Figure 1. M2 wires (run 1).
Drawn at 6 px/um. Cells faint in the background.
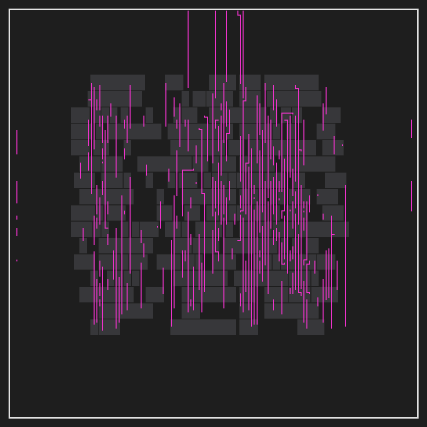
Figure 2. Wire density map (run 1).
Drawn at 6 px/um. The die is cut into 14 by 14 equal tiles; dark blue is low, red is high, scaled to the fullest tile. Values are wire area over tile area, all layers added.
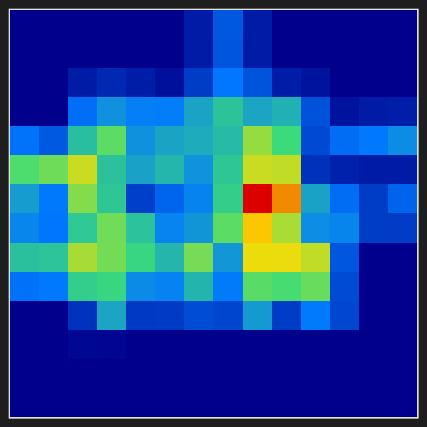
Figure 3. M3 wires (run 1).
Drawn at 6 px/um. Cells faint in the background.
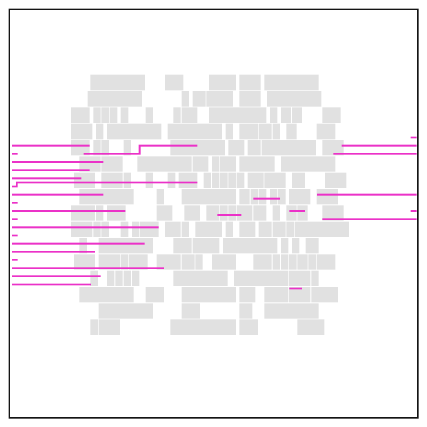
Figure 4. Pin map (run 1).
Drawn at 6 px/um. Pins as bars across the die edge, other pins in gray.
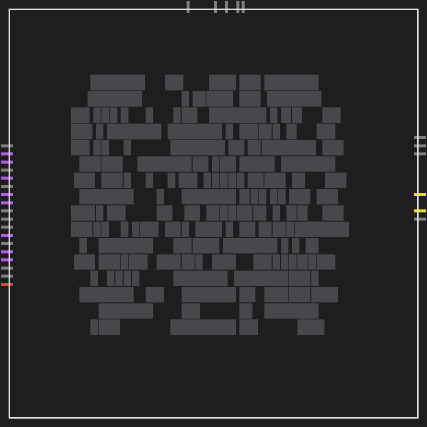
==> src/rtl/fifo_rd_arb_if.sv <==
// rtl/fifo_rd_arb_if.sv - FIFO read side and two-consumer grant/data bundle for fifo_rd_arb
interface fifo_rd_arb_if #(
    parameter int DATASIZE = 8
);
    logic                rempty;
    logic [DATASIZE-1:0] rdata;
    logic                rinc;
    logic [1:0]          req;
    logic [1:0]          ready;
    logic [1:0]          gnt;
    logic [DATASIZE-1:0] dout;
    logic [1:0]          dvalid;
    logic                burst_done;

    // master is the arbiter; slave is the FIFO plus the two consumers
    modport master (
        input  rempty, rdata, req, ready,
        output rinc, gnt, dout, dvalid, burst_done
    );

    modport slave (
        output rempty, rdata, req, ready,
        input  rinc, gnt, dout, dvalid, burst_done
    );
endinterface

==> src/rtl/fifo_rd_arb.sv <==
// rtl/fifo_rd_arb.sv - round-robin burst arbiter draining one FIFO read port to two consumers
module fifo_rd_arb #(
    parameter int DATASIZE = 8,
    parameter int BURSTLEN = 4,
    parameter int TIMEOUT  = 8
) (
    input  logic              rclk,
    input  logic              rrst,
    fifo_rd_arb_if.master     bus
);
    localparam int CW = $clog2(BURSTLEN + 1);
    localparam int TW = $clog2(TIMEOUT + 1);

    typedef enum logic {IDLE, BURST} state_t;

    state_t              state_q, state_d;
    logic                owner_q;
    logic [CW-1:0]       cnt_q;
    logic [TW-1:0]       tcnt_q;
    logic [1:0]          gnt_q;
    logic [1:0]          dvalid_q;
    logic [DATASIZE-1:0] dout_q;
    logic                done_q;

    logic                req_g;
    logic                rdy_g;
    logic                pop;
    logic                starved;
    logic                cnt_hit;
    logic                tcnt_hit;
    logic                release_b;
    logic                grant_idx;

    // owner_q doubles as the last-granted pointer while idle
    always_comb begin
        req_g     = bus.req[owner_q];
        rdy_g     = bus.ready[owner_q];
        pop       = (state_q == BURST) & req_g & rdy_g & ~bus.rempty
                    & (cnt_q < CW'(BURSTLEN));
        starved   = (state_q == BURST) & req_g & bus.rempty;
        cnt_hit   = pop & ((cnt_q + CW'(1)) == CW'(BURSTLEN));
        tcnt_hit  = starved & ((tcnt_q + TW'(1)) == TW'(TIMEOUT));
        release_b = (state_q == BURST) & (cnt_hit | ~req_g | tcnt_hit);
        grant_idx = (bus.req == 2'b11) ? ~owner_q : bus.req[1];
    end

    always_comb begin
        state_d = state_q;
        case (state_q)
            IDLE:    if (|bus.req) state_d = BURST;
            BURST:   if (release_b) state_d = IDLE;
            default: state_d = IDLE;
        endcase
    end

    always_ff @(posedge rclk or posedge rrst) begin
        if (rrst) state_q <= IDLE;
        else      state_q <= state_d;
    end

    always_ff @(posedge rclk or posedge rrst) begin
        if (rrst) begin
            owner_q  <= 1'b1;
            cnt_q    <= '0;
            tcnt_q   <= '0;
            gnt_q    <= '0;
            dvalid_q <= '0;
            dout_q   <= '0;
            done_q   <= 1'b0;
        end else begin
            done_q   <= release_b;
            dvalid_q <= pop ? (owner_q ? 2'b10 : 2'b01) : 2'b00;
            if (pop) dout_q <= bus.rdata;

            if (state_q == IDLE) begin
                if (|bus.req) begin
                    owner_q <= grant_idx;
                    gnt_q   <= grant_idx ? 2'b10 : 2'b01;
                    cnt_q   <= '0;
                    tcnt_q  <= '0;
                end
            end else begin
                if (release_b) gnt_q <= '0;
                if (pop) cnt_q <= cnt_q + CW'(1);
                // a stalled cycle with data present is not starvation
                if (starved)          tcnt_q <= tcnt_q + TW'(1);
                else if (!bus.rempty) tcnt_q <= '0;
            end
        end
    end

    assign bus.rinc       = pop;
    assign bus.gnt        = gnt_q;
    assign bus.dvalid     = dvalid_q;
    assign bus.dout       = dout_q;
    assign bus.burst_done = done_q;
endmodule

==> src/flat_wrapper.sv <==
// flat-port wrapper written by rule: the top's interface ports become plain ports
module fifo_rd_arb_flat 
#(
    parameter int DATASIZE = 8,
    parameter int BURSTLEN = 4,
    parameter int TIMEOUT  = 8
)
  (rclk, rrst, bus_rempty, bus_rdata, bus_req, bus_ready, bus_rinc, bus_gnt, bus_dout, bus_dvalid, bus_burst_done);
  fifo_rd_arb_if #(.DATASIZE(DATASIZE)) bus_i ();
  input  logic rclk;
  input  logic rrst;
  input wire logic [$bits(bus_i.rempty)-1:0] bus_rempty;
  input wire logic [$bits(bus_i.rdata)-1:0] bus_rdata;
  input wire logic [$bits(bus_i.req)-1:0] bus_req;
  input wire logic [$bits(bus_i.ready)-1:0] bus_ready;
  output wire logic [$bits(bus_i.rinc)-1:0] bus_rinc;
  output wire logic [$bits(bus_i.gnt)-1:0] bus_gnt;
  output wire logic [$bits(bus_i.dout)-1:0] bus_dout;
  output wire logic [$bits(bus_i.dvalid)-1:0] bus_dvalid;
  output wire logic [$bits(bus_i.burst_done)-1:0] bus_burst_done;
  assign bus_i.rempty = bus_rempty;
  assign bus_i.rdata = bus_rdata;
  assign bus_i.req = bus_req;
  assign bus_i.ready = bus_ready;
  assign bus_rinc = bus_i.rinc;
  assign bus_gnt = bus_i.gnt;
  assign bus_dout = bus_i.dout;
  assign bus_dvalid = bus_i.dvalid;
  assign bus_burst_done = bus_i.burst_done;
  fifo_rd_arb #(.DATASIZE(DATASIZE), .BURSTLEN(BURSTLEN), .TIMEOUT(TIMEOUT)) u_core (.rclk(rclk), .rrst(rrst), .bus(bus_i));
endmodule
==> config.mk <==
export PLATFORM = sky130hd
export DESIGN_NAME = fifo_rd_arb_flat
export DESIGN_NICKNAME = d
export VERILOG_FILES = /design/src/rtl/fifo_rd_arb_if.sv /design/src/rtl/fifo_rd_arb.sv /design/src/flat_wrapper.sv
export SDC_FILE = /design/constraint.sdc
export NUM_CORES = 1
export LEC_CHECK = 0
export ABC_AREA = 1
export CAP_MARGIN = 0
export CORE_MARGIN = 10
export CORE_UTILIZATION = 45
export CTS_CLUSTER_DIAMETER = 100
export DETAILED_ROUTE_END_ITERATION = 7
export GPL_TIMING_DRIVEN = 0
export PLACE_DENSITY = 0.84
export SLEW_MARGIN = 20
export SYNTH_ARGS = -nofsm -noshare
export SYNTH_HDL_FRONTEND = slang
export SYNTH_SLANG_ARGS = --single-unit
==> constraint.sdc <==
create_clock -name rclk -period 1.5 [get_ports rclk]
set_input_delay 0.15 -clock rclk [delete_from_list [all_inputs] [get_ports rclk]]
set_output_delay 0.15 -clock rclk [all_outputs]
set_load 0.03 [all_outputs]
==> report_table.html, run 1 <==
<h2>Implementation results</h2>
<table>
<tr><th>Metric</th><th>Value</th></tr>
<tr><th colspan="2">Worst setup path</th></tr>
<tr><td>Critical path, cell by cell</td><td>inv_2 -&gt; o21ai_2 -&gt; nor2_2 -&gt; nand2_2 -&gt; inv_2 -&gt; buf_6</td></tr>
<tr><td>Kind of cell with the highest combined delay on the critical path</td><td>flip-flops</td></tr>
<tr><td>Most prevalent standard cell on the critical path</td><td>inv_2</td></tr>
<tr><td>Critical Path Fanout Max</td><td>5</td></tr>
<tr><td>Worst stage delay on the critical path</td><td>620 ps</td></tr>
<tr><td>Startpoint types</td><td>flop</td></tr>
<tr><th colspan="2">Synth</th></tr>
<tr><td>Sequential cell area fraction in the yosys report</td><td>53.6%</td></tr>
<tr><td>Synthesized-area fraction occupied by ao, oa, aoi and oai cells</td><td>8.63%</td></tr>
<tr><td>Average footprint of a synthesized cell</td><td>8.95 sq um</td></tr>
<tr><td>Number of instances in the synthesized netlist</td><td>115</td></tr>
<tr><td>Async set-or-reset flop fraction in the synthesized netlist</td><td>100%</td></tr>
<tr><td>Adder Share, Synth</td><td>4.86%</td></tr>
<tr><td>Dominant kind of combinational cell</td><td>simple AND/OR/NAND/NOR gates</td></tr>
<tr><td>Ys flops</td><td>22</td></tr>
<tr><td>Net count after synthesis</td><td>134</td></tr>
<tr><td>Most frequent cells after synthesis</td><td>nand2_1, dfrtp_1, inv_1, nor2_1, nand3_1</td></tr>
<tr><th colspan="2">Cells and area</th></tr>
<tr><td>Top cell class by occupied area</td><td>flip-flops and latches</td></tr>
<tr><td>NonClk Buf Share</td><td>22.9%</td></tr>
<tr><td>Layout clock area frac</td><td>3.56%</td></tr>
<tr><td>Max reg flops</td><td>8</td></tr>
<tr><td>Repair and plain buffers</td><td>36</td></tr>
<tr><td>Flop share of the area</td><td>37.4%</td></tr>
<tr><td>Synth-to-layout area growth</td><td>43.4%</td></tr>
<tr><td>Flip-flops</td><td>22</td></tr>
<tr><td>Final net count</td><td>173</td></tr>
<tr><td>Combinational Gates</td><td>79</td></tr>
<tr><td>Dominant logic cell types in the final layout</td><td>nand2_1, dfrtp_1, clkdlybuf4s50_1</td></tr>
<tr><td>Number of clock buffers in the layout</td><td>3</td></tr>
<tr><td>Utilization after layout</td><td>67.4%</td></tr>
<tr><th colspan="2">CTS</th></tr>
<tr><td>Source-to-sink clock delay at the later pin of the worst-skew pair</td><td>300 ps</td></tr>
<tr><td>Level count of the clock H-tree</td><td>1</td></tr>
<tr><td>Number of clock buffers inserted by TritonCTS</td><td>3</td></tr>
<tr><th colspan="2">STA</th></tr>
<tr><td>Min Tclk post-route</td><td>1660 ps</td></tr>
<tr><td>Setup violators final</td><td>3</td></tr>
<tr><td>Minimum setup slack in the final design</td><td>-158 ps</td></tr>
<tr><td>Worst slew margin relative to its limit</td><td>45.7%</td></tr>
<tr><td>Minimum hold slack</td><td>283 ps</td></tr>
<tr><td>Post-layout period usage</td><td>111%</td></tr>
<tr><th colspan="2">Run status</th></tr>
<tr><td>Result of the run</td><td>finished with violations</td></tr>
<tr><td>Violations in the final reports</td><td>negative setup slack</td></tr>
<tr><th colspan="2">Global route</th></tr>
<tr><td>Wire length of the first global-routing pass</td><td>4270 um</td></tr>
<tr><td>Total grt overflow</td><td>0</td></tr>
<tr><td>Number of global-route vias before repair</td><td>1000</td></tr>
<tr><td>Maximum number of pins on one net before global-route repair</td><td>23</td></tr>
<tr><td>Met1 routing resource usage after global routing</td><td>12.0%</td></tr>
<tr><td>Most utilized layer in the global route result</td><td>met2</td></tr>
<tr><td>Initial antenna violation count</td><td>0</td></tr>
<tr><td>Met2 Usage GRT</td><td>19.2%</td></tr>
<tr><td>Total global-route track usage</td><td>11.7%</td></tr>
<tr><th colspan="2">Route</th></tr>
<tr><td>Detailed-route vias per instance</td><td>4.91</td></tr>
<tr><td>Post-route DRC violation count</td><td>0</td></tr>
<tr><td>Average wire length per cell after detail routing</td><td>14.3 um</td></tr>
<tr><td>Final Routed Wirelength</td><td>2590 um</td></tr>
<tr><td>Met3 routed WL</td><td>322 um</td></tr>
<tr><th colspan="2">Pwr</th></tr>
<tr><td>Sequential share of power</td><td>35.9%</td></tr>
<tr><td>Flip-flop and latch power</td><td>963 uW</td></tr>
<tr><td>Biggest consumer</td><td>combinational logic</td></tr>
<tr><td>Clk pwr</td><td>449 uW</td></tr>
<tr><td>Power density of the placed cells</td><td>1820 nW/um^2</td></tr>
<tr><th colspan="2">Die</th></tr>
<tr><td>Site row count</td><td>17</td></tr>
<tr><th colspan="2">Placement</th></tr>
<tr><td>Input/output buffers</td><td>28</td></tr>
<tr><td>Placed cell areas</td><td>1350 sq um</td></tr>
<tr><td>Setup slack at placement</td><td>-630 ps</td></tr>
</table>
-- Figure 1 (at the start) --
The wires run mostly vertical. The longest straight run is 29.6 um.

-- Figure 2 (at the start) --
The fullest tile reaches 0.49. 40% of the tiles are nearly empty. The densest ninth of the die: middle. 12% of the tiles are over half the peak. The emptiest ninth of the die: bottom right.

-- Figure 3 (at the start) --
28 nets have wire on it. The longest straight run is 29.9 um. The layer carries 323 um of wire.

-- Figure 4 (at the start) --
rclk: drawn in red, pins 1, direction input, edge left. bus_rdata: drawn in purple, pins 8, direction input, edge left. bus_ready: drawn in yellow, pins 2, direction input, edge right.
All pins by edge: 18 left, 6 right, 5 top.

[run 1: path summary, 6_finish.rpt]
kind / cells after the start / to / start / slack [ps]
worst max register to register: 8 / u_core.bus.gnt[0]$_DFFE_PP0P_ / u_core.owner_q$_DFFE_PP1P_ / -30
worst min-delay path: 2 / u_core.bus.dout[5]$_DFFE_PP0P_ / rrst / 280
worst min register to register: 2 / u_core.bus.dout[1]$_DFFE_PP0P_ / u_core.bus.dout[1]$_DFFE_PP0P_ / 490
worst max-delay path: 6 / bus_rinc / u_core.owner_q$_DFFE_PP1P_ / -160
max in group asynchronous: 2 / u_core.bus.gnt[1]$_DFFE_PP0P_ / rrst / 710
min in group rclk: 3 / u_core.bus.dout[5]$_DFFE_PP0P_ / bus_rdata[5] / 370
==> inputs of run 2 (changes only) <==
--- a/config.mk
+++ b/config.mk
@@ -13,7 +13,6 @@
 export DETAILED_ROUTE_END_ITERATION = 7
 export GPL_TIMING_DRIVEN = 0
 export PLACE_DENSITY = 0.84
-export SLEW_MARGIN = 20
 export SYNTH_ARGS = -nofsm -noshare
 export SYNTH_HDL_FRONTEND = slang
 export SYNTH_SLANG_ARGS = --single-unit
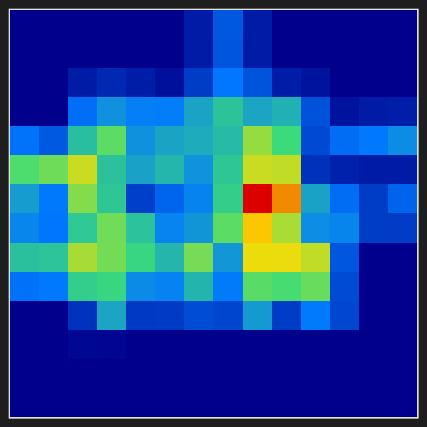
Figure 5: run 2, wire density map.
Drawn at 6 px/um. The die is cut into 14 by 14 equal tiles; dark blue is low, red is high, scaled to the fullest tile. Values are wire area over tile area, all layers added.
total global-route track usage: 11.7%
vias post-DR: 888
Final Routed Wirelength: 2590 um
average wire length per cell after detail routing: 14.3 um

==> report_table.html, run 2 <==
<h2>Implementation results</h2>
<table>
<tr><th>Metric</th><th>Value</th></tr>
<tr><th colspan="2">Cells and area</th></tr>
<tr><td>Top cell class by occupied area</td><td>flip-flops and latches</td></tr>
<tr><td>Flop share of the area</td><td>37.4% (unchanged)</td></tr>
<tr><td>Flip-flops</td><td>22 (unchanged)</td></tr>
<tr><td>Max reg flops</td><td>8 (unchanged)</td></tr>
<tr><td>Repair and plain buffers</td><td>36 (unchanged)</td></tr>
<tr><td>Utilization after layout</td><td>67.4% (unchanged)</td></tr>
<tr><td>Layout clock area frac</td><td>3.56% (unchanged)</td></tr>
<tr><td>Final net count</td><td>173 (unchanged)</td></tr>
<tr><td>Dominant logic cell types in the final layout</td><td>nand2_1, dfrtp_1, clkdlybuf4s50_1</td></tr>
<tr><th colspan="2">Synth</th></tr>
<tr><td>Net count after synthesis</td><td>134 (unchanged)</td></tr>
<tr><td>Number of instances in the synthesized netlist</td><td>115 (unchanged)</td></tr>
<tr><td>Async set-or-reset flop fraction in the synthesized netlist</td><td>100% (unchanged)</td></tr>
<tr><td>Ys flops</td><td>22 (unchanged)</td></tr>
<tr><td>Most frequent cells after synthesis</td><td>nand2_1, dfrtp_1, inv_1, nor2_1, nand3_1</td></tr>
<tr><td>Sequential cell area fraction in the yosys report</td><td>53.6% (unchanged)</td></tr>
<tr><td>Average footprint of a synthesized cell</td><td>8.95 sq um (unchanged)</td></tr>
<tr><th colspan="2">Route</th></tr>
<tr><td>Detailed-route vias per instance</td><td>4.91 (unchanged)</td></tr>
<tr><td>Highest routing layer actually used</td><td>met4</td></tr>
<tr><td>Post-route DRC violation count</td><td>0 (unchanged)</td></tr>
<tr><th colspan="2">CTS</th></tr>
<tr><td>Number of clock buffers inserted by TritonCTS</td><td>3 (unchanged)</td></tr>
<tr><td>Source-to-sink clock delay at the later pin of the worst-skew pair</td><td>300 ps (about the same)</td></tr>
<tr><td>Level count of the clock H-tree</td><td>1 (unchanged)</td></tr>
<tr><th colspan="2">STA</th></tr>
<tr><td>Min Tclk post-route</td><td>1660 ps (unchanged)</td></tr>
<tr><td>Minimum hold slack</td><td>283 ps (unchanged)</td></tr>
<tr><td>Setup violators final</td><td>3 (unchanged)</td></tr>
<tr><td>Minimum setup slack in the final design</td><td>-158 ps (unchanged)</td></tr>
<tr><td>Post-layout period usage</td><td>111% (unchanged)</td></tr>
<tr><td>Worst slew margin relative to its limit</td><td>45.7% (unchanged)</td></tr>
<tr><th colspan="2">Worst setup path</th></tr>
<tr><td>Reg-to-reg critical path endpoint</td><td>u_core.bus.gnt[0]$_DFFE_PP0P_</td></tr>
<tr><td>Worst-case register-to-register setup slack</td><td>-30 ps (about the same)</td></tr>
<tr><td>CP Buf/Inv Count</td><td>3</td></tr>
<tr><td>Setup crit start</td><td>u_core.owner_q$_DFFE_PP1P_</td></tr>
<tr><td>End of the critical path</td><td>bus_rinc</td></tr>
<tr><td>Startpoint types</td><td>flop</td></tr>
<tr><td>Critical path, cell by cell</td><td>inv_2 -&gt; o21ai_2 -&gt; nor2_2 -&gt; nand2_2 -&gt; inv_2 -&gt; buf_6</td></tr>
<tr><td>Number of cells on the worst reg-to-reg path</td><td>8 (unchanged)</td></tr>
<tr><td>Kind of cell with the highest combined delay on the critical path</td><td>flip-flops</td></tr>
<tr><td>Worst flop-to-flop path startpoint</td><td>u_core.owner_q$_DFFE_PP1P_</td></tr>
<tr><td>Critical Path Fanout Max</td><td>5 (unchanged)</td></tr>
<tr><td>Logic depth of the worst path, buffers included</td><td>6 (unchanged)</td></tr>
<tr><td>Worst stage delay on the critical path</td><td>620 ps (about the same)</td></tr>
<tr><th colspan="2">Global route</th></tr>
<tr><td>Most utilized layer in the global route result</td><td>met2</td></tr>
<tr><td>Met1 routing resource usage after global routing</td><td>12.0% (unchanged)</td></tr>
<tr><td>Met2 Usage GRT</td><td>19.2% (unchanged)</td></tr>
<tr><td>Total grt overflow</td><td>0 (unchanged)</td></tr>
<tr><td>Number of global-route vias before repair</td><td>1000 (unchanged)</td></tr>
<tr><td>Maximum number of pins on one net before global-route repair</td><td>23 (unchanged)</td></tr>
<tr><td>Wire length of the first global-routing pass</td><td>4270 um (unchanged)</td></tr>
<tr><td>Initial antenna violation count</td><td>0 (unchanged)</td></tr>
<tr><th colspan="2">Pwr</th></tr>
<tr><td>Sequential share of power</td><td>35.9% (about the same)</td></tr>
<tr><td>Power density of the placed cells</td><td>1820 nW/um^2 (unchanged)</td></tr>
<tr><th colspan="2">Run status</th></tr>
<tr><td>Violations in the final reports</td><td>negative setup slack</td></tr>
<tr><td>Result of the run</td><td>finished with violations</td></tr>
<tr><th colspan="2">Job</th></tr>
<tr><td>Total tool warning count</td><td>30</td></tr>
<tr><th colspan="2">Die</th></tr>
<tr><td>Site row count</td><td>17 (unchanged)</td></tr>
<tr><th colspan="2">Placement</th></tr>
<tr><td>Placed cell areas</td><td>1350 sq um (unchanged)</td></tr>
<tr><td>Setup slack at placement</td><td>-630 ps (unchanged)</td></tr>
</table>
==> run 2: cell counts in the layout (fill, tap and decap cells not counted) <==
No cell type changed its count.
==> run 2: cell families (layout without fill, tap and decap cells) <==
| logic type | Yosys count | after routing | share of synthesized area (%) |
|---|---|---|---|
| buffers and inverters | 14 | 52 | 6.20 |
| and+or+nand+nor | 62 | 62 | 25.9 |
| DFF | 22 | 22 | 53.6 |
| adders and majority gates | 4 | 4 | 4.86 |
| xor gates and xnor gates | 1 | 1 | 0.851 |
| AOI/OAI and AO/OA | 12 | 12 | 8.63 |
==> run 2: power by group through the flow <==
stage | clock [uW] | sequential, uW | combinational [uW]
after floorplan | 0 | 1230 | 447
after global placement | 0 | 963 | 1150
after detailed placement | 0 | 974 | 1170
after CTS | 458 | 953 | 1180
after global routing | 492 | 993 | 1400
final | 449 | 963 | 1270
Figure 6. M2 wires (run 2).
Drawn at 6 px/um. Cells faint in the background.
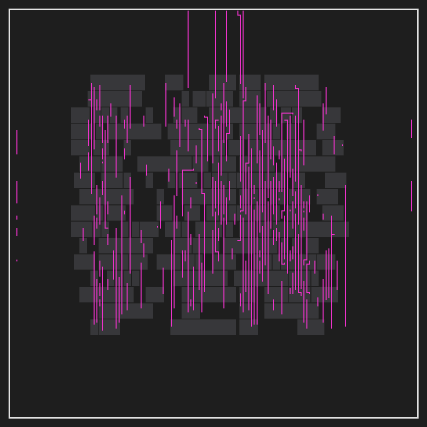

==> inputs of run 3 (changes only) <==
--- a/config.mk
+++ b/config.mk
@@ -7,12 +7,14 @@
 export LEC_CHECK = 0
 export ABC_AREA = 1
 export CAP_MARGIN = 0
+export CELL_PAD_IN_SITES_DETAIL_PLACEMENT = 1
+export CELL_PAD_IN_SITES_GLOBAL_PLACEMENT = 1
 export CORE_MARGIN = 10
-export CORE_UTILIZATION = 45
+export CORE_UTILIZATION = 31
 export CTS_CLUSTER_DIAMETER = 100
 export DETAILED_ROUTE_END_ITERATION = 7
 export GPL_TIMING_DRIVEN = 0
-export PLACE_DENSITY = 0.84
+export PLACE_DENSITY = 0.82
 export SYNTH_ARGS = -nofsm -noshare
 export SYNTH_HDL_FRONTEND = slang
 export SYNTH_SLANG_ARGS = --single-unit
==> constraint.sdc (replaced) <==
create_clock -name rclk -period 1.51 [get_ports rclk]
set_input_delay 0.151 -clock rclk [delete_from_list [all_inputs] [get_ports rclk]]
set_output_delay 0.151 -clock rclk [all_outputs]
set_load 0.03 [all_outputs]
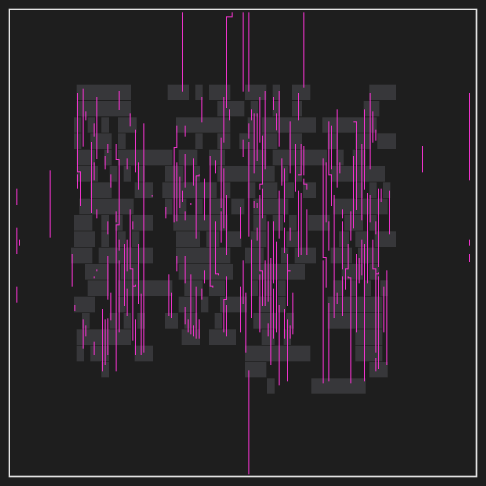
Figure 7: run 3, M2 wires.
Drawn at 6 px/um. Cells faint in the background.
met2 Usage GRT: 15.8%
vias post-DR: 886

==> report_table.html, run 3 <==
<h2>Implementation results</h2>
<table>
<tr><th>Metric</th><th>Value</th></tr>
<tr><th colspan="2">Cells and area</th></tr>
<tr><td>Layout clock area frac</td><td>3.52% (-0.039 points)</td></tr>
<tr><td>Max reg flops</td><td>8 (unchanged)</td></tr>
<tr><td>Repair and plain buffers</td><td>36 (unchanged)</td></tr>
<tr><td>Dominant logic cell types in the final layout</td><td>nand2_1, dfrtp_1, clkdlybuf4s50_1</td></tr>
<tr><th colspan="2">Worst setup path</th></tr>
<tr><td>Startpoint types</td><td>flop</td></tr>
<tr><td>Setup crit start</td><td>u_core.owner_q$_DFFE_PP1P_</td></tr>
<tr><td>Reg-to-reg critical path endpoint</td><td>u_core.tcnt_q[3]$_DFFE_PP0P_</td></tr>
<tr><td>Kind of cell with the highest combined delay on the critical path</td><td>flip-flops</td></tr>
<tr><td>Number of cells on the worst reg-to-reg path</td><td>8 (unchanged)</td></tr>
<tr><td>Critical Path Fanout Max</td><td>4 (-1)</td></tr>
<tr><td>Worst stage delay on the critical path</td><td>600 ps (-20 ps)</td></tr>
<tr><td>CP Buf/Inv Count</td><td>2 (-1)</td></tr>
<tr><th colspan="2">Run status</th></tr>
<tr><td>Violations in the final reports</td><td>negative setup slack</td></tr>
<tr><td>Result of the run</td><td>finished with violations</td></tr>
<tr><th colspan="2">Synth</th></tr>
<tr><td>Adder Share, Synth</td><td>4.86% (unchanged)</td></tr>
<tr><td>Ys flops</td><td>22 (unchanged)</td></tr>
<tr><td>Simple-gate area share of the yosys netlist</td><td>25.9% (unchanged)</td></tr>
<tr><td>Net count after synthesis</td><td>134 (unchanged)</td></tr>
<tr><td>Number of instances in the synthesized netlist</td><td>115 (unchanged)</td></tr>
<tr><td>Async set-or-reset flop fraction in the synthesized netlist</td><td>100% (unchanged)</td></tr>
<tr><td>Dominant kind of combinational cell</td><td>simple AND/OR/NAND/NOR gates</td></tr>
<tr><td>Synthesized-area fraction occupied by xor and xnor cells</td><td>0.851% (unchanged)</td></tr>
<tr><td>Mux cell area share after synthesis</td><td>0% (unchanged)</td></tr>
<tr><td>Most frequent cells after synthesis</td><td>nand2_1, dfrtp_1, inv_1, nor2_1, nand3_1</td></tr>
<tr><th colspan="2">Global route</th></tr>
<tr><td>Met1 routing resource usage after global routing</td><td>9.84% (-2.1 points)</td></tr>
<tr><td>Total global-route track usage</td><td>9.21% (-2.5 points)</td></tr>
<tr><td>Maximum number of pins on one net before global-route repair</td><td>23 (unchanged)</td></tr>
<tr><td>Wire length of the first global-routing pass</td><td>4640 um (+8.7%)</td></tr>
<tr><td>Initial antenna violation count</td><td>0 (unchanged)</td></tr>
<tr><td>Total grt overflow</td><td>0 (unchanged)</td></tr>
<tr><th colspan="2">Route</th></tr>
<tr><td>Detailed-route vias per instance</td><td>4.50 (-8.3%)</td></tr>
<tr><td>Average wire length per cell after detail routing</td><td>14.1 um (-1.3%)</td></tr>
<tr><td>Highest routing layer actually used</td><td>met4</td></tr>
<tr><th colspan="2">STA</th></tr>
<tr><td>Setup violators final</td><td>1 (-2)</td></tr>
<tr><td>Min Tclk post-route</td><td>1580 ps</td></tr>
<tr><td>Worst slew margin relative to its limit</td><td>44.3% (-1.4 points)</td></tr>
<tr><td>Minimum setup slack in the final design</td><td>-67.3 ps (+91.1 ps)</td></tr>
<tr><th colspan="2">Die</th></tr>
<tr><td>Site row count</td><td>20 (+3)</td></tr>
<tr><th colspan="2">CTS</th></tr>
<tr><td>Source-to-sink clock delay at the later pin of the worst-skew pair</td><td>310 ps (about the same)</td></tr>
<tr><td>Number of clock buffers inserted by TritonCTS</td><td>3 (unchanged)</td></tr>
<tr><td>Level count of the clock H-tree</td><td>1 (unchanged)</td></tr>
<tr><th colspan="2">Pwr</th></tr>
<tr><td>Power density of the placed cells</td><td>1760 nW/um^2 (-3.0%)</td></tr>
<tr><td>Sequential share of power</td><td>36.1% (+0.2 points)</td></tr>
</table>
## run 3: cell counts after synthesis
No cell type changed its count.
## run 3: power groups by stage
stage / combinational (uW) / clock (uW) / sequential (uW)
2_1_floorplan: 444 / 0 / 1230
3_3_place_gp: 1150 / 0 / 957
3_5_place_dp: 1200 / 0 / 970
4_1_cts: 1220 / 469 / 950
5_1_grt: 1360 / 487 / 980
6_report: 1220 / 456 / 948
## run 3: repair_timing
action / CTS / global route
gates resized: 24 / 8
setup endpoints to repair: 13 / 23
pin swaps: 4 / 4
buffers inserted: 6 / 2
Power and IR drop assume default switching activity.
